==> config.mk <==
export PLATFORM = sky130hd
export DESIGN_NAME = servo_lock_sequencer
export DESIGN_NICKNAME = d
export VERILOG_FILES = /design/src/rtl/servo_seq_pkg.sv /design/src/rtl/servo_sweep_gen.sv /design/src/rtl/servo_lock_sequencer.sv
export SDC_FILE = /design/constraint.sdc
export NUM_CORES = 1
export LEC_CHECK = 0
export CORE_AREA = 2 2 108 110
export DETAILED_ROUTE_END_ITERATION = 10
export DIE_AREA = 0 0 110 112
export PLACE_DENSITY_LB_ADDON = 0.25
export SLEW_MARGIN = 10
export SYNTH_ARGS = -nofsm -noshare
export SYNTH_HDL_FRONTEND = slang
export SYNTH_HIERARCHICAL = 1
export SYNTH_SLANG_ARGS = --single-unit
==> constraint.sdc <==
create_clock -name clk_in -period 4.95 [get_ports clk_in]
set_input_delay 0.495 -clock clk_in [delete_from_list [all_inputs] [get_ports clk_in]]
set_output_delay 0.495 -clock clk_in [all_outputs]
set_load 0.005 [all_outputs]
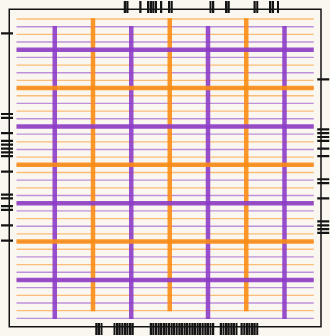
(PDN straps and rails)
Pins as bars on the die edge.
- orange: VDD
- purple: VSS
- met4 straps: 7
- signal pins: 99
- rows: 39
Die W: 110 µm
CORE AREA: 11200 µm²
maximum vdd drop: 183 µV

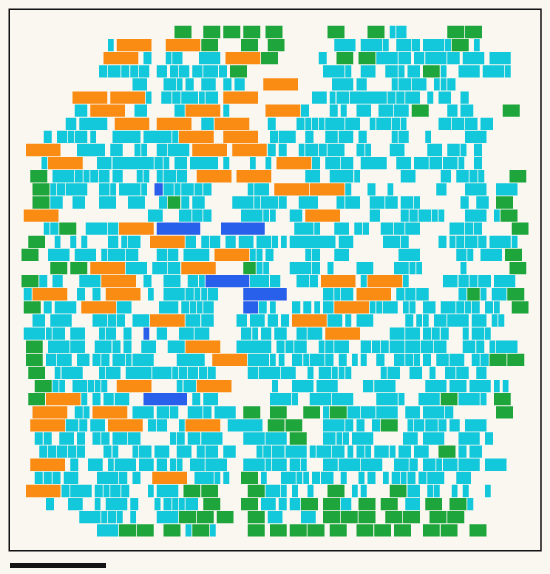
(cell classes on the final placement)
Scale bar: 20 µm.
- green: remaining buffers and delay cells (cells 100)
- blue: clock drivers and dummy loads (cells 8)
- cyan: remaining logic cells (cells 711)
- orange: registers (cells 56)
Seq area share: 15.3%
Cell Rows: 39
fin area: 7320 µm²
fin util: 65.5%

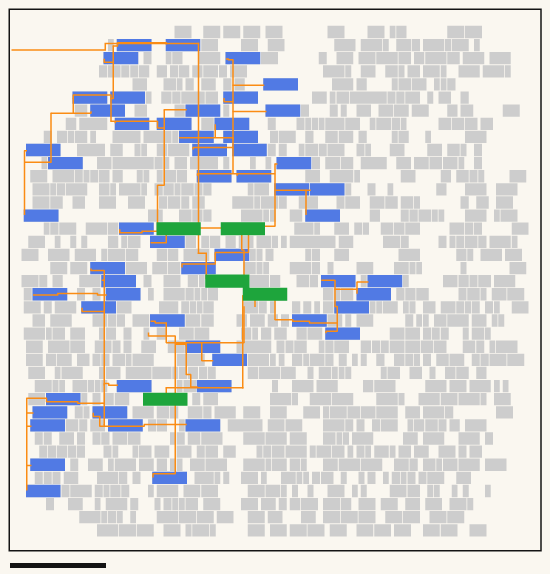
(routed clock nets over the placement)
Scale bar: 20 µm.
- orange: clock wires (length 704 µm)
- blue: flip-flops (count 56)
- green: clock-net drivers (count 5)
- routed clock nets: 6
Power Clock: 354 µW
Clk pwr share: 31.7%
worst skew pair latency: 0.29 ns
Worst Skew: 0.00959 ns

==> metrics.cfg <==
[timing]
finalSetupViolations=0
finalHoldViolations=0
final.setup.worst_slack_ns=0.582
slew_headroom_pct=33.2
fin_crit_ns=4.37
period_used_pct=88.2
rsz0062_at_grt=false
drv_slew=0
fin_setup_tns_ns=0

[run]
maxCapViolCount=0
warning_count=48

[placement]
placed_area_um2=7180
port_buffers=97
post-place-ws_ns=0.409

[finish]
largestClassByArea=combinational gates
logic_area_um2=4580
fillers=973
lay_top_count=clkdlybuf4s50_1
flops=56
layout.cells.most_common_list=97 x clkdlybuf4s50_1, 80 x inv_1, 74 x ha_1
n_all_inverters=82
buf_share_pct=13.6
nClkBuffers=6
antenna_cells=0
logic_gates=629
clk_share_pct=1.95
syn_to_final_growth_pct=18.7

[grt]
grt_max_degree=28
grt_pass1_wl_mm=27.7
grt_overflow=0

[synthesis]
synthTopLogicFamily=AND-OR/OR-AND gates
adder_share_pct=15.7
ys_sh_simple_pct=22.0
synthMostInstantiatedCell=inv_1
ys_warn_count=6
top_cells_by_area=dfxtp_1 18%, ha_1 15%, xnor2_1 6.0%
async_flop_share_pct=0
synth_seq_share_pct=18.2
synth_top_area_share_pct=18.2
netlist_instances=802
fp_nets=947
ys_area_um2=6170
aoi_share_pct=28.2
ys_sh_xor_pct=7.81
yosys-stat-cells=802
synth-edff-count=0
flop_cell=dfxtp_1
syn_area_um2=6170
synth.area.mux_share_pct=0.487
ys_top_cells_by_count=80 x inv_1, 74 x ha_1, 62 x nor2_1

[route]
post_drt_wl_per_cell_um=16.4
vias_per_cell=6.15
drc=0
firstDrtPassIters=5
drt-initial-drc-count=360
ant_nets=0
vias=6258
routed_wl_mm=16.7

[clock_network]
post_cts_resized=0
clock_path_buffers=2
cts.sinks=56
clockRootBuffer=clkbuf_16
cts_max_level=2
ctsHoldBuffers=0
numCtsBuffers=5
cts_tree=built
post_cts_buffers=0

[floorplan]
ios=99
die_area_um2=12300

[setup_path]
cp_slowest_stage_delay_ns=0.69
critPathSlowestCell=o22ai_1
cp_cell_sequence=nand3_1, nor4_1, and3_1, nand3_1, xnor2_1, ha_1, nand3_1, or4b_1, o221a_2, o22ai_1, o221a_2
worst-path-buf-inv=0
reg2reg_depth=11
path_class=reg -> reg
path_delay_family=simple AND/OR/NAND/NOR gates
worst-path-stages=11
crit_required_ns=5.18
crit_arrival_ns=4.60
crit_top_cell=nand3_1
setup.worst_path.end_class=flip-flop

[power]
power.leakage_uw=0.00306

[status]
status=finished, final reports clean

[worst_hold_path]
whs_path_depth=2
worst_hold_path_type=reg -> reg

stage by stage:
step           utilization (%)  cells  hold slack (ns)  total power, µW
2_1_floorplan                -    802            0.464              653
3_3_place_gp              64.3   1010            0.476              758
3_5_place_dp              64.3   1010            0.486              766
4_1_cts                   65.5   1018            0.508             1120
5_1_grt                   65.5   1018            0.552             1170
6_report                  65.5   1018            0.508             1110
routing by layer:
metal	up-vias	share of wire (%)	GRT usage, %	wire length (µm)
met3	40	4.7	3.10	789
met2	206	49	47.5	8280
met1	2942	43	34.3	7190
li1	3070	-	-	-
met5	-	0	0	0
met4	0	2.9	9.87	483
report_power, final:
part	switching, µW	internal, µW	total [µW]
clock	164	189	354
combinational	166	139	306
sequential	3.29	452	456
total	334	781	1110
Power and IR drop assume default switching activity.
